File: config.mk
export PLATFORM = sky130hd
export DESIGN_NAME = lc3_mem_arbiter
export DESIGN_NICKNAME = d
export VERILOG_FILES = /design/src/rtl/lc3_mem_arbiter.sv
export SDC_FILE = /design/constraint.sdc
export NUM_CORES = 1
export LEC_CHECK = 0
export CAP_MARGIN = 20
export CELL_PAD_IN_SITES_DETAIL_PLACEMENT = 1
export CELL_PAD_IN_SITES_GLOBAL_PLACEMENT = 2
export CORE_MARGIN = 2
export CORE_UTILIZATION = 21
export CTS_CLUSTER_DIAMETER = 200
export DETAILED_ROUTE_END_ITERATION = 16
export GPL_ROUTABILITY_DRIVEN = 0
export GPL_TIMING_DRIVEN = 0
export PLACE_DENSITY_LB_ADDON = 0.1
export SLEW_MARGIN = 10
export SYNTH_ARGS = -nofsm -noshare
export SYNTH_HDL_FRONTEND = slang
export SYNTH_SLANG_ARGS = --single-unit
File: constraint.sdc
create_clock -name clk -period 1.5 [get_ports clk]
set_input_delay 0.45 -clock clk [delete_from_list [all_inputs] [get_ports clk]]
set_output_delay 0.45 -clock clk [all_outputs]
set_load 0.01 [all_outputs]
File: src/rtl/lc3_mem_arbiter.sv
// Two-port req/ack arbiter in front of the single-port LC3 memory.
// A granted request is latched, driven for 1+WAIT_STATES cycles, then acked for one cycle.
module lc3_mem_arbiter #(
  parameter int ADDR_W      = 16,
  parameter int DATA_W      = 16,
  parameter int WAIT_STATES = 0,
  parameter int FIXED_PRI   = 0
) (
  input  logic              clk,
  input  logic              rst_n,
  input  logic              a_req,
  input  logic              a_we,
  input  logic [ADDR_W-1:0] a_addr,
  input  logic [DATA_W-1:0] a_wdata,
  output logic              a_ack,
  output logic [DATA_W-1:0] a_rdata,
  input  logic              b_req,
  input  logic              b_we,
  input  logic [ADDR_W-1:0] b_addr,
  input  logic [DATA_W-1:0] b_wdata,
  output logic              b_ack,
  output logic [DATA_W-1:0] b_rdata,
  output logic [ADDR_W-1:0] mem_addr,
  output logic [DATA_W-1:0] mem_din,
  output logic              mem_r_w,
  output logic              mem_en,
  input  logic [DATA_W-1:0] mem_dout,
  output logic              busy,
  output logic              gnt_b
);

  typedef enum logic [1:0] {
    S_IDLE   = 2'd0,
    S_ACCESS = 2'd1,
    S_ACK    = 2'd2
  } state_e;

  state_e            state_q, state_d;
  logic [3:0]        wcnt_q, wcnt_d;
  logic              last_gnt_q, last_gnt_d;
  logic              gnt_q, gnt_d;
  logic              we_q, we_d;
  logic [ADDR_W-1:0] addr_q, addr_d;
  logic [DATA_W-1:0] wdata_q, wdata_d;
  logic [DATA_W-1:0] a_rdata_q, a_rdata_d;
  logic [DATA_W-1:0] b_rdata_q, b_rdata_d;
  logic              pick_b_s;

  // Winner selection; on a tie round-robin favours the port not granted last.
  always_comb begin
    pick_b_s = 1'b0;
    if (a_req && b_req) begin
      pick_b_s = (FIXED_PRI != 0) ? 1'b0 : ~last_gnt_q;
    end else begin
      pick_b_s = b_req;
    end
  end

  // State and latch registers with synchronous active-low reset.
  always_ff @(posedge clk) begin
    if (!rst_n) begin
      state_q    <= S_IDLE;
      wcnt_q     <= 4'd0;
      last_gnt_q <= 1'b1;
      gnt_q      <= 1'b0;
      we_q       <= 1'b0;
      addr_q     <= '0;
      wdata_q    <= '0;
      a_rdata_q  <= '0;
      b_rdata_q  <= '0;
    end else begin
      state_q    <= state_d;
      wcnt_q     <= wcnt_d;
      last_gnt_q <= last_gnt_d;
      gnt_q      <= gnt_d;
      we_q       <= we_d;
      addr_q     <= addr_d;
      wdata_q    <= wdata_d;
      a_rdata_q  <= a_rdata_d;
      b_rdata_q  <= b_rdata_d;
    end
  end

  // Next-state logic: requester inputs are only looked at in IDLE.
  always_comb begin
    state_d    = state_q;
    wcnt_d     = wcnt_q;
    last_gnt_d = last_gnt_q;
    gnt_d      = gnt_q;
    we_d       = we_q;
    addr_d     = addr_q;
    wdata_d    = wdata_q;
    a_rdata_d  = a_rdata_q;
    b_rdata_d  = b_rdata_q;
    case (state_q)
      S_IDLE: begin
        if (a_req || b_req) begin
          state_d    = S_ACCESS;
          wcnt_d     = 4'(WAIT_STATES);
          gnt_d      = pick_b_s;
          last_gnt_d = pick_b_s;
          we_d       = pick_b_s ? b_we    : a_we;
          addr_d     = pick_b_s ? b_addr  : a_addr;
          wdata_d    = pick_b_s ? b_wdata : a_wdata;
        end else begin
          state_d = S_IDLE;
        end
      end
      S_ACCESS: begin
        if (wcnt_q != 4'd0) begin
          wcnt_d = wcnt_q - 4'd1;
        end else begin
          state_d = S_ACK;
          if (gnt_q) begin
            b_rdata_d = mem_dout;
          end else begin
            a_rdata_d = mem_dout;
          end
        end
      end
      S_ACK:   state_d = S_IDLE;
      default: state_d = S_IDLE;
    endcase
  end

  // Outputs decoded from registers only, so no input reaches mem_* combinationally.
  always_comb begin
    mem_addr = addr_q;
    mem_din  = wdata_q;
    mem_en   = 1'b0;
    mem_r_w  = 1'b0;
    a_ack    = 1'b0;
    b_ack    = 1'b0;
    case (state_q)
      S_ACCESS: begin
        mem_en  = 1'b1;
        mem_r_w = (wcnt_q == 4'd0) ? we_q : 1'b0;
      end
      S_ACK: begin
        a_ack = ~gnt_q;
        b_ack = gnt_q;
      end
      default: begin
        mem_en  = 1'b0;
        mem_r_w = 1'b0;
      end
    endcase
    a_rdata = a_rdata_q;
    b_rdata = b_rdata_q;
    busy    = (state_q != S_IDLE);
    gnt_b   = gnt_q;
  end

endmodule
==> images/layer_met1.png <==
Bar = 20 um.
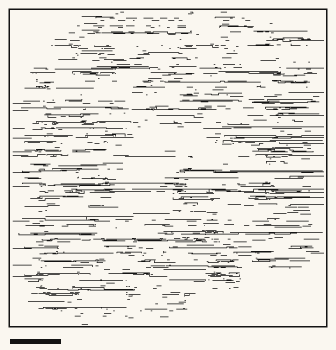
The longest straight run is 42.8 um. The layer carries 4740 um of wire.
routing usage on met1: 16.7%
vias: 2805

==> images/layer_met2.png <==
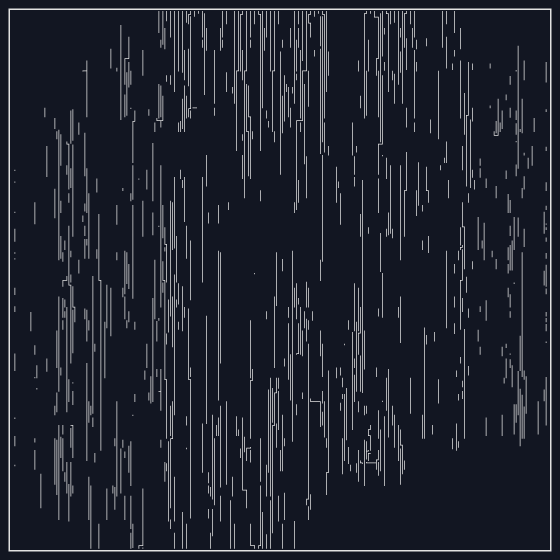
The layer holds 45% of the routed length. The layer carries 4670 um of wire. The longest straight run is 49.0 um. The wires run mostly vertical.
GRT met2 Usage: 20.6%
Routed WL: 10400 um

power by group through the flow:
stage                     Clock [uW]  Combinational, uW  Sequential, uW
final                           2180               1090            2160
after global routing            2340               1180            2180
after CTS                       2260               1050            2160
after detailed placement           0               1080            2210
after global placement             0               1080            2210
after floorplan                    0                392            2260
through the flow:
| step | hold slack, ps | utilization (%) |
|---|---|---|
| floorplan | 424 | - |
| global placement | 446 | 33.6 |
| detailed placement | 446 | 33.6 |
| CTS | 459 | 36.4 |
| global route | 466 | 37.8 |
| finish | 453 | 37.8 |
worst register-to-register path, delay by kind of cell, from the launching register on:
| kind | cells | cell delay (ps) |
|---|---|---|
| muxes | 1 | 180 |
| adders and majority gates | 1 | 130 |
| DFF | 1 | 320 |
| buffers and inverters | 5 | 610 |
| and+or+nand+nor | 2 | 380 |
==> Changelog: implementation <==
## Flow update

- Synth top cell by count: dfxtp_1
- Final ANT Viol Nets: 0
- CTS Sinks: 73
- Average cell area after synthesis: 10.8 um2
- Final setup fails: 37
- Comb area leader: multiplexers
- Inverters: 5
- Post-synthesis xor/xnor area fraction: 0%
- Biggest area cells: dfxtp_1 (48%), mux2i_1 (21%), o2bb2ai_1 (9.5%)
- Worst Setup End Kind: output port
- Cell Area, Placed: 0.00483 mm2
- Status: complete, but fails checks
- Min-delay src: mem_din[1]
- Met2 WL: 4670 um
- Final Non-Filler Cells: 661
- DR iter-0 viols: 55
- Area share of the largest cell type after synthesis: 48.0%
- Worst-path fanout max: 2
- Sequential share of cell area: 27.2%
- Routed met1 length: 4740 um
- Failing checks: negative setup slack
- Internal power: 4080 uW
- Mapped cell area: 0.00304 mm2
- Mux share: 21.4%
- Number of global-route vias before repair: 2970
- Sequential cell area: 0.00148 mm2
- Crit path kind: flip-flop to output port
- Final WS setup: -289 ps
- Grt ovf: 0
Power figures rest on the tool's default switching activity, not on a simulated workload.
